### src/rtl/mem_arbiter_pkg.sv
// mem_arbiter_pkg: shared bus widths, FSM state encoding and helpers for the memory arbiter.
package mem_arbiter_pkg;
  localparam int REG_BUS = 32;
  localparam int INST_ADDR_BUS = 32;
  localparam int SEL_BUS = 4;
  typedef enum logic [1:0] {
    ST_IDLE      = 2'd0,
    ST_INST_BUSY = 2'd1,
    ST_DATA_BUSY = 2'd2,
    ST_RESP      = 2'd3
  } state_e;
  function automatic logic is_busy(input state_e s);
    return s == ST_INST_BUSY || s == ST_DATA_BUSY;
  endfunction
endpackage

### src/rtl/mem_arb_timer.sv
// mem_arb_timer: counts bus-wait cycles and flags the cycle in which LIMIT is reached.
module mem_arb_timer #(
  parameter int LIMIT = 255
) (
  input  logic clk,
  input  logic rst,
  input  logic clear_i,
  input  logic en_i,
  output logic expired_o
);
  localparam int CW = $clog2(LIMIT + 1);
  logic [CW-1:0] cnt_q;
  always_ff @(posedge clk) begin
    if (rst || clear_i) cnt_q <= '0;
    else if (en_i) cnt_q <= cnt_q + CW'(1);
  end
  assign expired_o = en_i && cnt_q == CW'(LIMIT - 1);
endmodule

### src/rtl/mem_arbiter.sv
// mem_arbiter: single-bus arbiter for fetch and data ports, data has priority.
// Optional bus-wait timeout enabled by defining MEM_ARB_TIMEOUT_EN.
module mem_arbiter
  import mem_arbiter_pkg::*;
#(
  parameter int TIMEOUT_CYCLES = 255
) (
  input  logic                     clk,
  input  logic                     rst,
  input  logic                     inst_req_i,
  input  logic [INST_ADDR_BUS-1:0] inst_addr_i,
  output logic [REG_BUS-1:0]       inst_rdata_o,
  output logic                     inst_ack_o,
  output logic                     stallreq_inst_o,
  input  logic                     data_req_i,
  input  logic                     data_we_i,
  input  logic [SEL_BUS-1:0]       data_sel_i,
  input  logic [INST_ADDR_BUS-1:0] data_addr_i,
  input  logic [REG_BUS-1:0]       data_wdata_i,
  output logic [REG_BUS-1:0]       data_rdata_o,
  output logic                     data_ack_o,
  output logic                     stallreq_data_o,
  input  logic                     flush_i,
  output logic                     bus_req_o,
  output logic                     bus_we_o,
  output logic [SEL_BUS-1:0]       bus_sel_o,
  output logic [INST_ADDR_BUS-1:0] bus_addr_o,
  output logic [REG_BUS-1:0]       bus_wdata_o,
  input  logic [REG_BUS-1:0]       bus_rdata_i,
  input  logic                     bus_ack_i,
  output logic                     bus_err_o
);
  state_e state_q, state_d;
  logic data_q, flushed_q, bus_we_q, timeout, busy, resp, grant;
  logic [SEL_BUS-1:0] bus_sel_q;
  logic [INST_ADDR_BUS-1:0] bus_addr_q;
  logic [REG_BUS-1:0] bus_wdata_q, resp_q, inst_hold_q, data_hold_q;

  assign busy  = is_busy(state_q);
  assign resp  = state_q == ST_RESP;
  assign grant = state_q == ST_IDLE && (data_req_i || inst_req_i);

  always_ff @(posedge clk) begin
    if (rst) state_q <= ST_IDLE;
    else state_q <= state_d;
  end

  always_comb begin
    state_d = state_q;
    case (state_q)
      ST_IDLE: state_d = data_req_i ? ST_DATA_BUSY : inst_req_i ? ST_INST_BUSY : ST_IDLE;
      ST_INST_BUSY, ST_DATA_BUSY: state_d = (bus_ack_i || timeout) ? ST_RESP : state_q;
      default: state_d = ST_IDLE;
    endcase
  end

  // Read data is shown live during the ack cycle and held afterwards, so a flush in RESP leaves it untouched.
  always_comb begin
    bus_req_o       = busy;
    inst_ack_o      = resp && !data_q && !flushed_q && !flush_i;
    data_ack_o      = resp && data_q;
    inst_rdata_o    = inst_ack_o ? resp_q : inst_hold_q;
    data_rdata_o    = data_ack_o ? resp_q : data_hold_q;
    stallreq_inst_o = inst_req_i && !inst_ack_o;
    stallreq_data_o = data_req_i && !data_ack_o;
  end

  assign bus_we_o    = bus_we_q;
  assign bus_sel_o   = bus_sel_q;
  assign bus_addr_o  = bus_addr_q;
  assign bus_wdata_o = bus_wdata_q;

  always_ff @(posedge clk) begin
    if (rst) begin
      data_q      <= 1'b0;
      flushed_q   <= 1'b0;
      bus_we_q    <= 1'b0;
      bus_sel_q   <= '0;
      bus_addr_q  <= '0;
      bus_wdata_q <= '0;
      resp_q      <= '0;
      inst_hold_q <= '0;
      data_hold_q <= '0;
    end else begin
      if (grant) begin
        data_q      <= data_req_i;
        flushed_q   <= 1'b0;
        bus_we_q    <= data_req_i && data_we_i;
        bus_sel_q   <= data_req_i ? data_sel_i : '1;
        bus_addr_q  <= data_req_i ? data_addr_i : inst_addr_i;
        bus_wdata_q <= data_req_i ? data_wdata_i : '0;
      end
      if (state_q == ST_INST_BUSY && flush_i) flushed_q <= 1'b1;
      if (busy && bus_ack_i) resp_q <= bus_we_q ? '0 : bus_rdata_i;
      else if (busy && timeout) resp_q <= '0;
      if (inst_ack_o) inst_hold_q <= resp_q;
      if (data_ack_o) data_hold_q <= resp_q;
    end
  end

`ifdef MEM_ARB_TIMEOUT_EN
  logic err_q;
  mem_arb_timer #(.LIMIT(TIMEOUT_CYCLES)) u_timer (
    .clk       (clk),
    .rst       (rst),
    .clear_i   (!busy),
    .en_i      (busy),
    .expired_o (timeout)
  );
  always_ff @(posedge clk) begin
    if (rst || grant) err_q <= 1'b0;
    else if (busy && !bus_ack_i && timeout) err_q <= 1'b1;
  end
  assign bus_err_o = resp && err_q;
`else
  logic unused_timeout_cfg;
  assign unused_timeout_cfg = TIMEOUT_CYCLES != 0;
  assign timeout   = 1'b0;
  assign bus_err_o = 1'b0;
`endif
endmodule

### config.mk
export PLATFORM = sky130hd
export DESIGN_NAME = mem_arbiter
export DESIGN_NICKNAME = d
export VERILOG_FILES = /design/src/rtl/mem_arbiter_pkg.sv /design/src/rtl/mem_arb_timer.sv /design/src/rtl/mem_arbiter.sv
export SDC_FILE = /design/constraint.sdc
export NUM_CORES = 1
export LEC_CHECK = 0
export CAP_MARGIN = 20
export CORE_AREA = 2 2 127 129
export CTS_CLUSTER_SIZE = 25
export DETAILED_ROUTE_END_ITERATION = 10
export DIE_AREA = 0 0 129 131
export GPL_ROUTABILITY_DRIVEN = 0
export PLACE_DENSITY = 0.8
export SETUP_SLACK_MARGIN = 0.1
export SLEW_MARGIN = 5
export SYNTH_ARGS = -nofsm -noshare
export SYNTH_HDL_FRONTEND = slang
export SYNTH_HIERARCHICAL = 1
export SYNTH_SLANG_ARGS = --single-unit
### constraint.sdc
create_clock -name clk -period 2.4 [get_ports clk]
set_input_delay 0.24 -clock clk [delete_from_list [all_inputs] [get_ports clk]]
set_output_delay 0.24 -clock clk [all_outputs]
set_load 0.005 [all_outputs]
==> results.cfg, run 1 <==
; flow metrics
[finish]
insertedDiodeCount = 3
lay_top_count = clkdlybuf4s50_1
non_clock_inverter_count = 3
clock_area_share_pct = 5.53
nets = 1024
seq_share_pct = 31.9

[drt]
route.layer.met1.wl_mm = 8.47
final_antenna_net_count = 0
route.detailed.vias_per_inst = 4.94
met2RoutedLength_mm = 10.1
wire_per_inst_um = 18.2
top_signal_layer_used = met4

[logic_synthesis]
avg_inst_size_synth_um2 = 11.3
ys_ff = 169
yosys_warnings = 6
postSynth.asyncResetShare_pct = 0
synthesis.nets = 725
synth-edff-count = 0
synth-compound-area-share_pct = 11.9
postSynth.topFlopCell = dfxtp_1
synth_cells = 583
ys_sh_mux_pct = 17.4
ys_chip_area_um2 = 6570
topCombFamilyByArea = multiplexers

[worst_setup_path]
worst_setup_path_endpoint = inst_rdata_o[31]
crit_path_start_kind = register
cp_num_buf_inv = 6
cp.required_ns = 2.16
cell_repeated_most_along_the_worst_path = buf_6
critical-path-top-delay-family = buffers and inverters
critical_path_peak_fanout = 5
path_class = reg2out
critical_path_stages = 9

[floorplanning]
tap-cell-count = 216
fp.coreArea_um2 = 15600
floorplan.rows = 46
floorplan.initialDensity_pct = 42.1

[status]
status = finished clean

[clock_network]
numCtsBuffers = 17
htree_levels = 4
cts_sinks = 169
worstSkewPairLatency_ns = 0.41
post_cts_hold_buffer_count = 0
clock_tree.buffer_depth = 2

[final_timing]
hold_viol_final = 0
finalClockSkew_ns = 0.00823
min_period_over_period_pct = 97.9
period_minus_slack_ns = 2.35
maxSlewHeadroom_pct = 55.2
holdWs_ns = 0.235

[pwr]
clock_power_share_pct = 32.7
power.combinational.total_mw = 2.26
comb_power_share_pct = 26.6
power.density_nw_per_um2 = 800
power.share.sequential_pct = 40.7
p_seq_mw = 3.46
cell_internal_power_mw = 6.13
power_leader = sequential cells
vdd_drop_max_v = 0.000540

[placed_design]
placed_cell_area_um2 = 9540
dp_worst_setup_slack_ns = 0.0130

[global_route]
grt.total_usage_pct = 23.3
grt_max_degree = 69
overflow = 0

[worst_hold_path]
min_delay_path_depth = 3
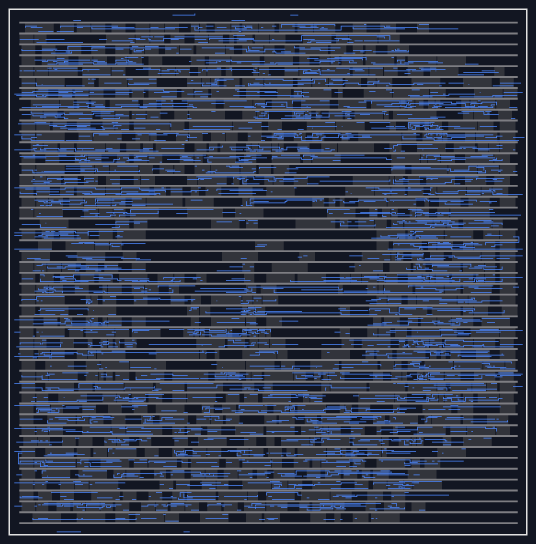
**Above:** run 1 (the metal 1 layer).
Drawn at 4 px/um. Supply wires on this layer in gray. Cells faint in the background.
- share of all routed wire: 42%
- main direction: horizontal
- longest straight run: 41.9 um
vias after detailed routing: 5489
wire length after detailed routing: 20.3 mm
global-route track usage on met1: 28.5%

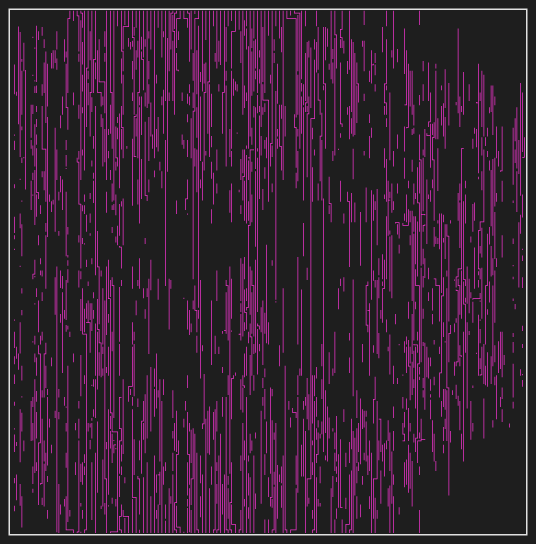
**Above:** run 1 (the metal 2 layer).
Drawn at 4 px/um.
- longest straight run: 90.1 um
- wire length on this layer: 10100 um
- nets with wire on the layer: 913
global routing met2 resource utilization: 38.3%

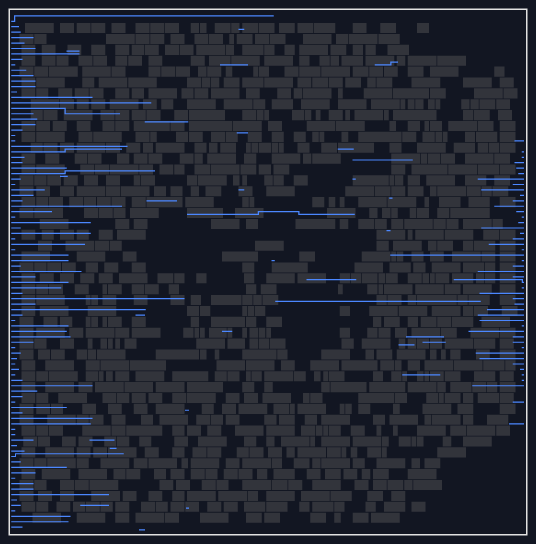
**Above:** run 1 (M3 wires).
Drawn at 4 px/um. Cells faint in the background.
- wire length on this layer: 1360 um
- main direction: horizontal
- nets with wire on the layer: 157
met3 capacity usage during global routing: 8.18%

## Run 2: what changed since run 1
- CAP_MARGIN: 20 -> not set
==> results.cfg, run 2 <==
; flow metrics
[drt]
detailroute.via_count = 5489
met2RoutedLength_mm = 10.1
final_antenna_net_count = 0
route.layer.met1.wl_mm = 8.47
drtPass1Iterations = 4
top_signal_layer_used = met4
routed_wirelength_mm = 20.3
wl_met3_mm = 1.36
drt_initial_violations = 258
route.detailed.vias_per_inst = 4.94
wire_per_inst_um = 18.2

[finish]
stdcell_area_um2 = 10600
layout.area.seq_um2 = 3390
ff_count = 169
multiInputCombCellCount = 361
non_clock_inverter_count = 3
layout-area-overhead-vs-synth_pct = 61.7
comb-cell-share_pct = 28.1
n_clock_buffer = 20
finish.cell_count_without_fillers = 1111
layout.non_clock_buffers = 330
seq_share_pct = 31.9
drive_above_1_share_pct = 21.0
dominant-cell-class = sequential cells
lay_top_count = clkdlybuf4s50_1
most-common-layout-cells = clkdlybuf4s50_1, dfxtp_1, buf_6, nor2b_1, nand2_1
insertedDiodeCount = 3
non_clock_buffer_area_share_pct = 31.8
logic_area_um2 = 2990
nets = 1024
clock_area_share_pct = 5.53

[global_route]
number_of_antenna_violations_at_the_first_check_in_global_routing = 2
gr-usage-met3_pct = 8.18
grt_max_degree = 69
busiest_layer = met2
grt.total_usage_pct = 23.3
global_route_wire_length_before_repair_mm = 30.1
grtUsageMet1_pct = 28.5
grt_util_met2_pct = 38.3
first_global_vias = 5441
overflow = 0

[worst_setup_path]
critical_path_peak_fanout = 5
stage_delay_of_the_slowest_cell_on_the_critical_path_ns = 0.36
r2r_end = resp_q[17]
crit_path_start_kind = register
path_class = reg2out
worst_setup_path_endpoint = inst_rdata_o[31]
critical_path_stages = 9
rrSetupSlack_ns = 0.47
rr_worst_depth = 8
r2r-start = state_q[0]
critical-path-top-delay-family = buffers and inverters
critical_path.slowest_cell = dfxtp_4
cp-end-kind = output port
cp.required_ns = 2.16
cell_repeated_most_along_the_worst_path = buf_6
crit_start = state_q[0]
cp_num_buf_inv = 6

[final_timing]
period_minus_slack_ns = 2.35
maxSlewViolCount = 0
maxSlewHeadroom_pct = 55.2
finalClockSkew_ns = 0.00823
rsz_0062_raised_after_global_routing = true
holdWs_ns = 0.235
timing.final.ws_setup_ns = 0.0513
fin_setup_tns_ns = 0
min_period_over_period_pct = 97.9
worst_margin_pin_slew_ns = 0.672
hold_viol_final = 0
timing.final.setup_violations = 0

[pwr]
power.density_nw_per_um2 = 800
p_clk_mw = 2.78
total_power_consumption_of_the_routed_design_mw = 8.50
p_seq_mw = 3.46
power.combinational.total_mw = 2.26
leakage_nw = 4.38
clock_power_share_pct = 32.7
vdd_drop_max_v = 0.000540
power.share.sequential_pct = 40.7
power_leader = sequential cells
comb_power_share_pct = 26.6
power_switching_share_pct = 27.9
cell_internal_power_mw = 6.13

[clock_network]
post_cts_resize_count = 164
cts_clock_pin_slew_for_the_worst_setup_and_hold_paths_ns = 0.06
tritoncts = done
worstSkewPairLatency_ns = 0.41
clk_root_buffer_cell = clkbuf_16
cts_sinks = 169
post_cts_hold_buffer_count = 0
htree_levels = 4
numCtsBuffers = 17
clock_tree.buffer_depth = 2
post-cts-setup-buffer-count = 21

[logic_synthesis]
syn-cell-area_um2 = 6570
netlist.area_leader.share_pct = 51.5
synth-compound-area-share_pct = 11.9
yosys.stat.seqShare_pct = 51.5
synth_cell_types = 29
netlist.top_cell.by_instances = dfxtp_1
ys_ff = 169
ys_sh_mux_pct = 17.4
synthesis.nets = 725
topCombFamilyByArea = multiplexers
synth-edff-count = 0
synth.cellmix.simpleShare_pct = 14.9
synth_cells = 583
avg_inst_size_synth_um2 = 11.3
ys_top_cells_by_area = dfxtp_1, mux2_4, mux2_2
yosys.area.top_type = dfxtp_1
ys_chip_area_um2 = 6570
postSynth.asyncResetShare_pct = 0
yosys_warnings = 6
ys_cells = 583
synth-adder-area-share_pct = 0.571
postSynth.topFlopCell = dfxtp_1
top_cells_by_count = dfxtp_1, nand2_1, nor2b_1, mux2_2, o2bb2ai_1
ys_sh_xor_pct = 0

[floorplanning]
boundaryPins = 278
fp.dieH_um = 131
fp.coreArea_um2 = 15600
die_span_x_um = 129
tap-cell-count = 216
floorplan.rows = 46
floorplan.initialDensity_pct = 42.1

[worst_hold_path]
type_of_the_tightest_min_delay_check = in2reg
min_from = data_req_i
min_delay_path_depth = 3
timing.hold.worst_endpoint = bus_addr_o[5]

[placed_design]
dp_worst_setup_slack_ns = 0.0130
placed_cell_area_um2 = 9540
post_dp_hpwl_mm = 13.3
numPlacedInstances = 1042

[job]
maxCapViolations = 0
warning_count = 30

[status]
status = finished clean
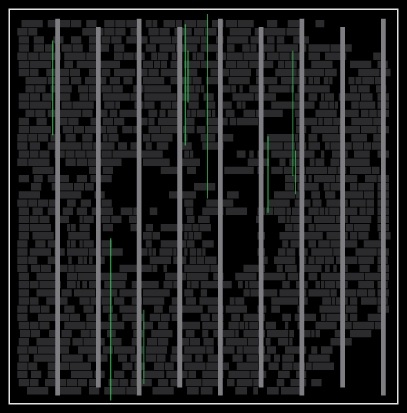
**Above:** run 2 (the metal 4 layer).
Drawn at 3 px/um. Supply wires on this layer in gray. Cells faint in the background.
- nets with wire on the layer: 9
- share of all routed wire: 1.5%
- main direction: vertical
- longest straight run: 61.2 um
- wire length on this layer: 309 um

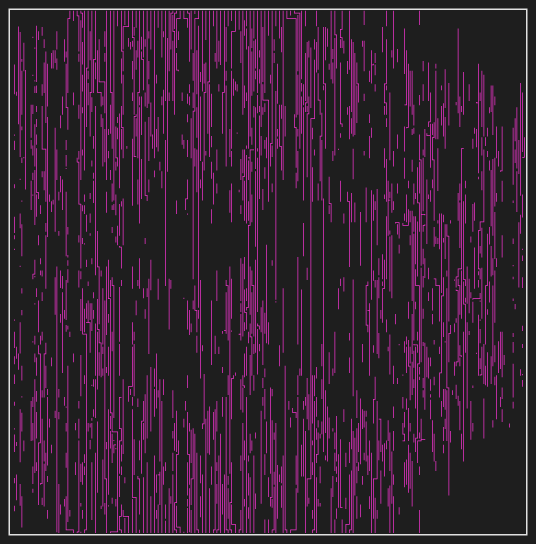
**Above:** run 2 (the metal 2 layer).
Drawn at 4 px/um.
- main direction: vertical
- longest straight run: 90.1 um
- share of all routed wire: 50%
- wire length on this layer: 10100 um
- nets with wire on the layer: 913

## Run 3: what changed since run 2
- ABC_CLOCK_PERIOD_IN_PS: not set -> 2400
==> results.cfg, run 3 <==
; flow metrics
[final_timing]
maxSlewHeadroom_pct = 55.2
holdWs_ns = 0.235
timing.final.setup_violations = 0
finalClockSkew_ns = 0.00823
timing.final.ws_setup_ns = 0.0513
period_minus_slack_ns = 2.35
worst_margin_pin_slew_ns = 0.672
hold_viol_final = 0
fin_setup_tns_ns = 0
min_period_over_period_pct = 97.9
maxSlewViolCount = 0
rsz_0062_raised_after_global_routing = true

[logic_synthesis]
ys_chip_area_um2 = 6570
top_cells_by_count = dfxtp_1, nand2_1, nor2b_1, mux2_2, o2bb2ai_1
topCombFamilyByArea = multiplexers
synth_cells = 583
avg_inst_size_synth_um2 = 11.3
syn-cell-area_um2 = 6570
synth-edff-count = 0
postSynth.topFlopCell = dfxtp_1
ys_sh_xor_pct = 0
yosys.stat.seqShare_pct = 51.5
yosys_warnings = 6
yosys.area.top_type = dfxtp_1
synth-adder-area-share_pct = 0.571
netlist.area_leader.share_pct = 51.5
synthesis.nets = 725
ys_sh_mux_pct = 17.4
ys_ff = 169
ys_cells = 583
netlist.top_cell.by_instances = dfxtp_1
ys_top_cells_by_area = dfxtp_1, mux2_4, mux2_2
synth-compound-area-share_pct = 11.9

[pwr]
leakage_nw = 4.38
power.density_nw_per_um2 = 800
comb_power_share_pct = 26.6
power.combinational.total_mw = 2.26
power_switching_share_pct = 27.9
power.share.sequential_pct = 40.7
vdd_drop_max_v = 0.000540
p_clk_mw = 2.78
total_power_consumption_of_the_routed_design_mw = 8.50
cell_internal_power_mw = 6.13
power_leader = sequential cells
clock_power_share_pct = 32.7
p_seq_mw = 3.46

[worst_setup_path]
stage_delay_of_the_slowest_cell_on_the_critical_path_ns = 0.36
rr_worst_depth = 8
path_class = reg2out
crit_start = state_q[0]
cp-end-kind = output port
cell_repeated_most_along_the_worst_path = buf_6
critical_path.slowest_cell = dfxtp_4
critical-path-top-delay-family = buffers and inverters
critical_path_stages = 9
crit_path_start_kind = register
worst_setup_path_endpoint = inst_rdata_o[31]
r2r-start = state_q[0]
rrSetupSlack_ns = 0.47

[clock_network]
post-cts-setup-buffer-count = 21
cts_clock_pin_slew_for_the_worst_setup_and_hold_paths_ns = 0.06
worstSkewPairLatency_ns = 0.41
post_cts_resize_count = 164
htree_levels = 4
clk_root_buffer_cell = clkbuf_16
cts_sinks = 169
clock_tree.buffer_depth = 2
numCtsBuffers = 17

[global_route]
gr-usage-met3_pct = 8.18
global_route_wire_length_before_repair_mm = 30.1
grt.total_usage_pct = 23.3
number_of_antenna_violations_at_the_first_check_in_global_routing = 2
grt_max_degree = 69
grtUsageMet1_pct = 28.5
grt_util_met2_pct = 38.3
busiest_layer = met2

[finish]
logic_area_um2 = 2990
lay_top_count = clkdlybuf4s50_1
dominant-cell-class = sequential cells
insertedDiodeCount = 3
ff_count = 169
clock_area_share_pct = 5.53
layout.area.seq_um2 = 3390
nets = 1024
non_clock_inverter_count = 3
comb-cell-share_pct = 28.1
layout-area-overhead-vs-synth_pct = 61.7
multiInputCombCellCount = 361
layout.non_clock_buffers = 330
finish.cell_count_without_fillers = 1111
n_clock_buffer = 20
non_clock_buffer_area_share_pct = 31.8
most-common-layout-cells = clkdlybuf4s50_1, dfxtp_1, buf_6, nor2b_1, nand2_1
stdcell_area_um2 = 10600

[drt]
wire_per_inst_um = 18.2
top_signal_layer_used = met4
wl_met3_mm = 1.36
final_antenna_net_count = 0
met2RoutedLength_mm = 10.1
drt_initial_violations = 258
route.detailed.vias_per_inst = 4.94
detailroute.via_count = 5489
routed_wirelength_mm = 20.3

[worst_hold_path]
type_of_the_tightest_min_delay_check = in2reg
min_from = data_req_i
timing.hold.worst_endpoint = bus_addr_o[5]
min_delay_path_depth = 3

[job]
maxCapViolations = 0

[floorplanning]
die_span_x_um = 129
boundaryPins = 278
fp.coreArea_um2 = 15600
fp.dieH_um = 131
floorplan.initialDensity_pct = 42.1
floorplan.rows = 46
tap-cell-count = 216

[status]
status = finished clean

[placed_design]
numPlacedInstances = 1042
post_dp_hpwl_mm = 13.3
placed_cell_area_um2 = 9540
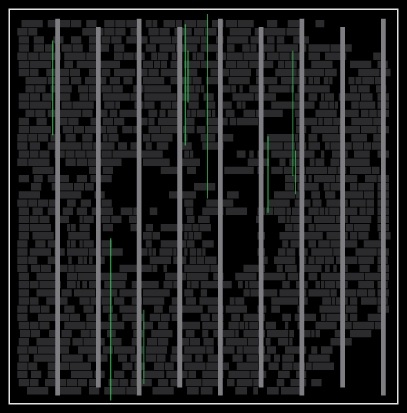
**Above:** run 3 (the metal 4 layer).
Drawn at 3 px/um. Supply wires on this layer in gray. Cells faint in the background.

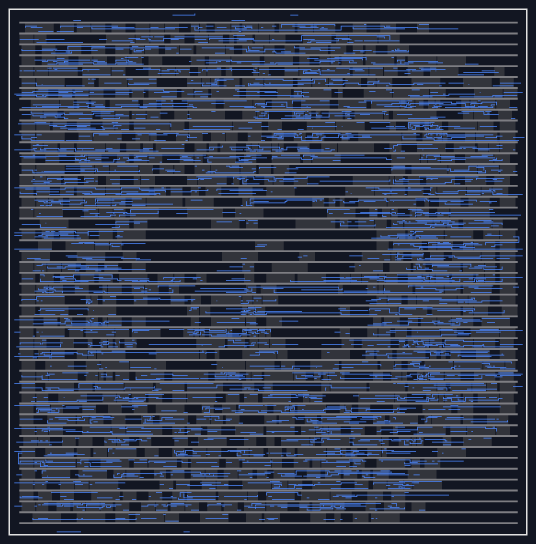
**Above:** run 3 (the metal 1 layer).
Drawn at 4 px/um. Supply wires on this layer in gray. Cells faint in the background.

